$ cat config.mk
export PLATFORM = sky130hd
export DESIGN_NAME = alu_cpu
export DESIGN_NICKNAME = d
export VERILOG_FILES = /design/src/rtl/alu_cpu_pkg.sv /design/src/rtl/alu_cpu_mul.sv /design/src/rtl/alu_cpu.sv
export SDC_FILE = /design/constraint.sdc
export NUM_CORES = 1
export LEC_CHECK = 0
export CAP_MARGIN = 20
export CORE_UTILIZATION = 59
export DETAILED_ROUTE_END_ITERATION = 8
export PLACE_DENSITY_LB_ADDON = 0.1
export SLEW_MARGIN = 20
export SYNTH_ARGS = -nofsm -noshare
export SYNTH_HDL_FRONTEND = slang
export SYNTH_HIERARCHICAL = 1
export SYNTH_SLANG_ARGS = --single-unit
$ cat constraint.sdc
create_clock -name clk -period 4.91 [get_ports clk]
set_input_delay 0.982 -clock clk [delete_from_list [all_inputs] [get_ports clk]]
set_output_delay 0.982 -clock clk [all_outputs]
set_load 0.01 [all_outputs]
$ cat src/rtl/alu_cpu_pkg.sv
// Shared opcodes, FSM states and default width for the alu_cpu accumulator core.
package alu_cpu_pkg;

  localparam int DATA_W_DEF = 16;

  localparam logic [2:0] OP_CLR  = 3'b000;
  localparam logic [2:0] OP_SHR  = 3'b001;
  localparam logic [2:0] OP_ADD  = 3'b010;
  localparam logic [2:0] OP_INC  = 3'b011;
  localparam logic [2:0] OP_SWAP = 3'b100;
  localparam logic [2:0] OP_CPL  = 3'b101;
  localparam logic [2:0] OP_MUL  = 3'b110;
  localparam logic [2:0] OP_NOP  = 3'b111;

  typedef enum logic [1:0] {
    IDLE = 2'd0,
    EXEC = 2'd1,
    MUL  = 2'd2
  } state_t;

endpackage

$ cat src/rtl/alu_cpu_mul.sv
// Iterative unsigned HALF x HALF shift-add multiplier, MUL_BITS multiplier bits per cycle.
// done/product are combinational during the last step so the caller can write on that edge.
module alu_cpu_mul #(
  parameter int HALF     = 8,
  parameter int MUL_BITS = 2
) (
  input  logic                clk,
  input  logic                rst_n,
  input  logic                start,
  input  logic [HALF-1:0]     a,
  input  logic [HALF-1:0]     b,
  output logic                done,
  output logic [2*HALF-1:0]   product
);

  localparam int STEPS = HALF / MUL_BITS;
  localparam int CW    = (STEPS > 1) ? $clog2(STEPS) : 1;

  logic [2*HALF-1:0] mcand;
  logic [HALF-1:0]   mplier;
  logic [2*HALF-1:0] partial;
  logic [2*HALF-1:0] step_sum;
  logic [CW-1:0]     cnt;
  logic              busy;

  always_comb begin
    step_sum = '0;
    for (int unsigned i = 0; i < MUL_BITS; i++) begin
      if (mplier[i]) step_sum = step_sum + (mcand << i);
    end
    product = partial + step_sum;
    done    = busy && (cnt == CW'(STEPS - 1));
  end

  always_ff @(posedge clk or negedge rst_n) begin
    if (!rst_n) begin
      mcand   <= '0;
      mplier  <= '0;
      partial <= '0;
      cnt     <= '0;
      busy    <= 1'b0;
    end else if (start) begin
      mcand   <= {{HALF{1'b0}}, a};
      mplier  <= b;
      partial <= '0;
      cnt     <= '0;
      busy    <= 1'b1;
    end else if (busy) begin
      partial <= product;
      mcand   <= mcand << MUL_BITS;
      mplier  <= mplier >> MUL_BITS;
      cnt     <= cnt + CW'(1);
      if (done) busy <= 1'b0;
    end
  end

endmodule

$ cat src/rtl/alu_cpu.sv
// Single-accumulator micro-CPU with new_instruction/ready handshake.
// Define ALU_CPU_MUL_EN to build the iterative multiplier; otherwise opcode 110 is a NOP.
module alu_cpu
  import alu_cpu_pkg::*;
#(
  parameter int DATA_W   = DATA_W_DEF,
  parameter int MUL_BITS = 2
) (
  input  logic              clk,
  input  logic              rst_n,
  input  logic [DATA_W-1:0] data_in,
  input  logic [2:0]        instruction,
  input  logic              new_instruction,
  output logic [DATA_W-1:0] data_out,
  output logic              ready
);

  localparam int HALF = DATA_W / 2;

  if ((DATA_W % 2) != 0 || (HALF % MUL_BITS) != 0) begin : g_bad_cfg
    $error("alu_cpu: DATA_W must be even and MUL_BITS must divide DATA_W/2");
  end

  state_t            state, state_next;
  logic [2:0]        opcode;
  logic [DATA_W-1:0] operand;
  logic [DATA_W-1:0] acc, acc_next;
  logic              acc_we;
  logic              accept;

  assign accept   = (state == IDLE) && new_instruction;
  assign ready    = (state == IDLE);
  assign data_out = acc;

`ifdef ALU_CPU_MUL_EN
  logic              mul_start;
  logic              mul_done;
  logic [DATA_W-1:0] mul_product;

  // Operands are taken straight from acc/data_in on the accept edge, the same
  // values the opcode/operand registers capture on that edge.
  assign mul_start = accept && (instruction == OP_MUL);

  alu_cpu_mul #(
    .HALF     (HALF),
    .MUL_BITS (MUL_BITS)
  ) u_mul (
    .clk     (clk),
    .rst_n   (rst_n),
    .start   (mul_start),
    .a       (acc[HALF-1:0]),
    .b       (data_in[DATA_W-1:HALF]),
    .done    (mul_done),
    .product (mul_product)
  );
`endif

  always_comb begin
    state_next = state;
    acc_next   = acc;
    acc_we     = 1'b0;
    case (state)
      IDLE: begin
        if (new_instruction) begin
`ifdef ALU_CPU_MUL_EN
          state_next = (instruction == OP_MUL) ? MUL : EXEC;
`else
          state_next = EXEC;
`endif
        end
      end
      EXEC: begin
        acc_we     = 1'b1;
        state_next = IDLE;
        case (opcode)
          OP_CLR:  acc_next = '0;
          OP_SHR:  acc_next = acc >> 1;
          OP_ADD:  acc_next = acc + operand;
          OP_INC:  acc_next = acc + DATA_W'(1);
          OP_SWAP: acc_next = {acc[HALF-1:0], acc[DATA_W-1:HALF]};
          OP_CPL:  acc_next = ~acc;
          default: acc_next = acc;
        endcase
      end
      MUL: begin
`ifdef ALU_CPU_MUL_EN
        if (mul_done) begin
          acc_we     = 1'b1;
          acc_next   = mul_product;
          state_next = IDLE;
        end
`else
        state_next = IDLE;
`endif
      end
      default: state_next = IDLE;
    endcase
  end

  always_ff @(posedge clk or negedge rst_n) begin
    if (!rst_n) begin
      state   <= IDLE;
      acc     <= '0;
      opcode  <= '0;
      operand <= '0;
    end else begin
      state <= state_next;
      if (accept) begin
        opcode  <= instruction;
        operand <= data_in;
      end
      if (acc_we) acc <= acc_next;
    end
  end

endmodule

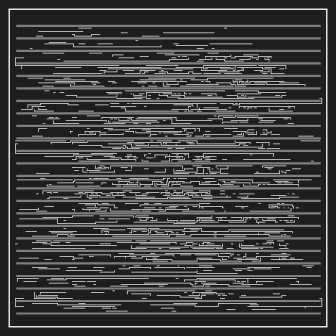
(images/layer_met1.png)
Supply wires on this layer in gray.
The longest straight run is 28.5 µm. 312 nets have wire on it. The wires run mostly horizontal. The layer holds 49% of the routed length.

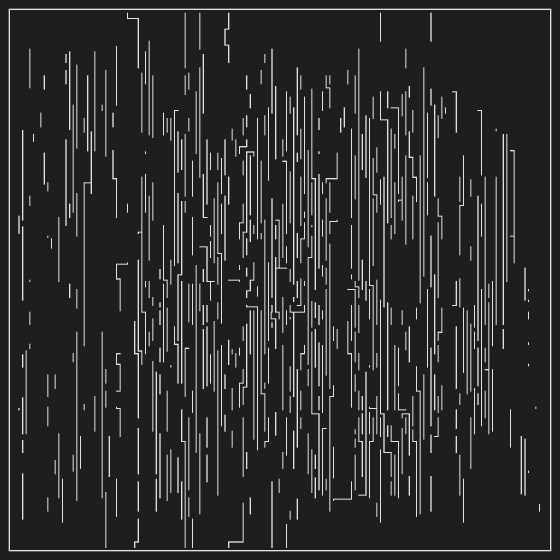
(images/layer_met2.png)
The wires run mostly vertical. The layer carries 2680 µm of wire. The longest straight run is 29.4 µm.

==> run summary <==
Flow results are below.

- STA on the placed design reports a worst setup slack of 1.549 ns.
- From left edge to right edge, the die measures 68.74 µm.
- The script logs the ratio of routed vias to standard cells as 5.997.
- The clock root buffer is sky130_fd_sc_hd__clkbuf_8, for reference.
- The die is 68.74 µm tall.
- The internal power of the cells totals 1.019 mW.
- The net switching power is 761.7 µW, for reference.
- The number of logic stages on the critical path including buffering is 12, for reference.
- After Yosys synthesis, AND-OR and OR-AND compound gates account for 25.05% of the synthesized area.
- The delay of the slowest cell on the worst path is 0.44 ns, for reference.
- The area fraction in xor and xnor cells is 4.667%, for reference.
- In the synthesized netlist, the cells that appear most often are sky130_fd_sc_hd__dfrtp_1, sky130_fd_sc_hd__nand2_1, sky130_fd_sc_hd__o21ai_0.
- The layout report lists the combined flip-flop and latch area as 900.9 µm².
- The power density relative to cell area is 567.8 nW/µm², for reference.
- The share of post-route cells with drive strength above 1 is 13.17%, for reference.
- The pin count of the biggest net entering global routing is 37, for reference.
- The run finished with clean final reports.
- Summing all non-filler instances in the final layout gives an area of 3136 µm².
- The data arrival time of the worst path is 3.56 ns, for reference.
- The total setup violations reported at the end of the flow is 0, for reference.
- Post-CTS repair ended up resizing 0 cells.
- The share of the synthesized area in the top cell type is 34.29%, for reference.
- The number of cells in the yosys synthesis report is 286, for reference.
- After layout, the worst setup slack is 1.520 ns.
- The clock latency on the worst-skew pair is 0.30 ns, for reference.
- The clock-pin slew of the registers on the worst-case setup and hold paths is 0.08 ns, for reference.
- The last element of the critical path is data_out[12], for reference.
- Per the CTS log, the buffer count on the longest clock path is 2.
- The hold path depth is 1, for reference.
- For this floorplan the total number of well-tap instances is 50.
- The net switching fraction of the power is 42.78%, for reference.
- The worst hold slack is 0.5081 ns, for reference.
- In this run, power in combinational logic comes to 1.01 mW.
- The number of buffers other than clock buffers in the final layout is 41, for reference.
- The met2 demand-to-capacity share in global routing is 42.16%, for reference.
- The average wire per standard cell is 16.53 µm, for reference.
- The wire length on met1 is 2993 µm, for reference.
- The path with the worst hold slack has its endpoint at operand[10].
- The fraction of cell area in multi-input combinational cells is reported as 52.19%.
- At floorplan, the net count of the design was reported as 324.
- The post-synthesis async set-or-reset flop share is 100.0%, for reference.
- The flow reports power dissipated in the clock network as 268 µW.
- The synthesized netlist devotes 7.905% of its cell area to adder and majority cells.
- The worst relative slew slack is 40.75%, for reference.
- For this run, the detailed router's first-pass iteration total came to 4.
- For reference, the post-synthesis area per instance comes to 9.187 µm².
No activity file was given, so power comes from the tool's default toggle rates.
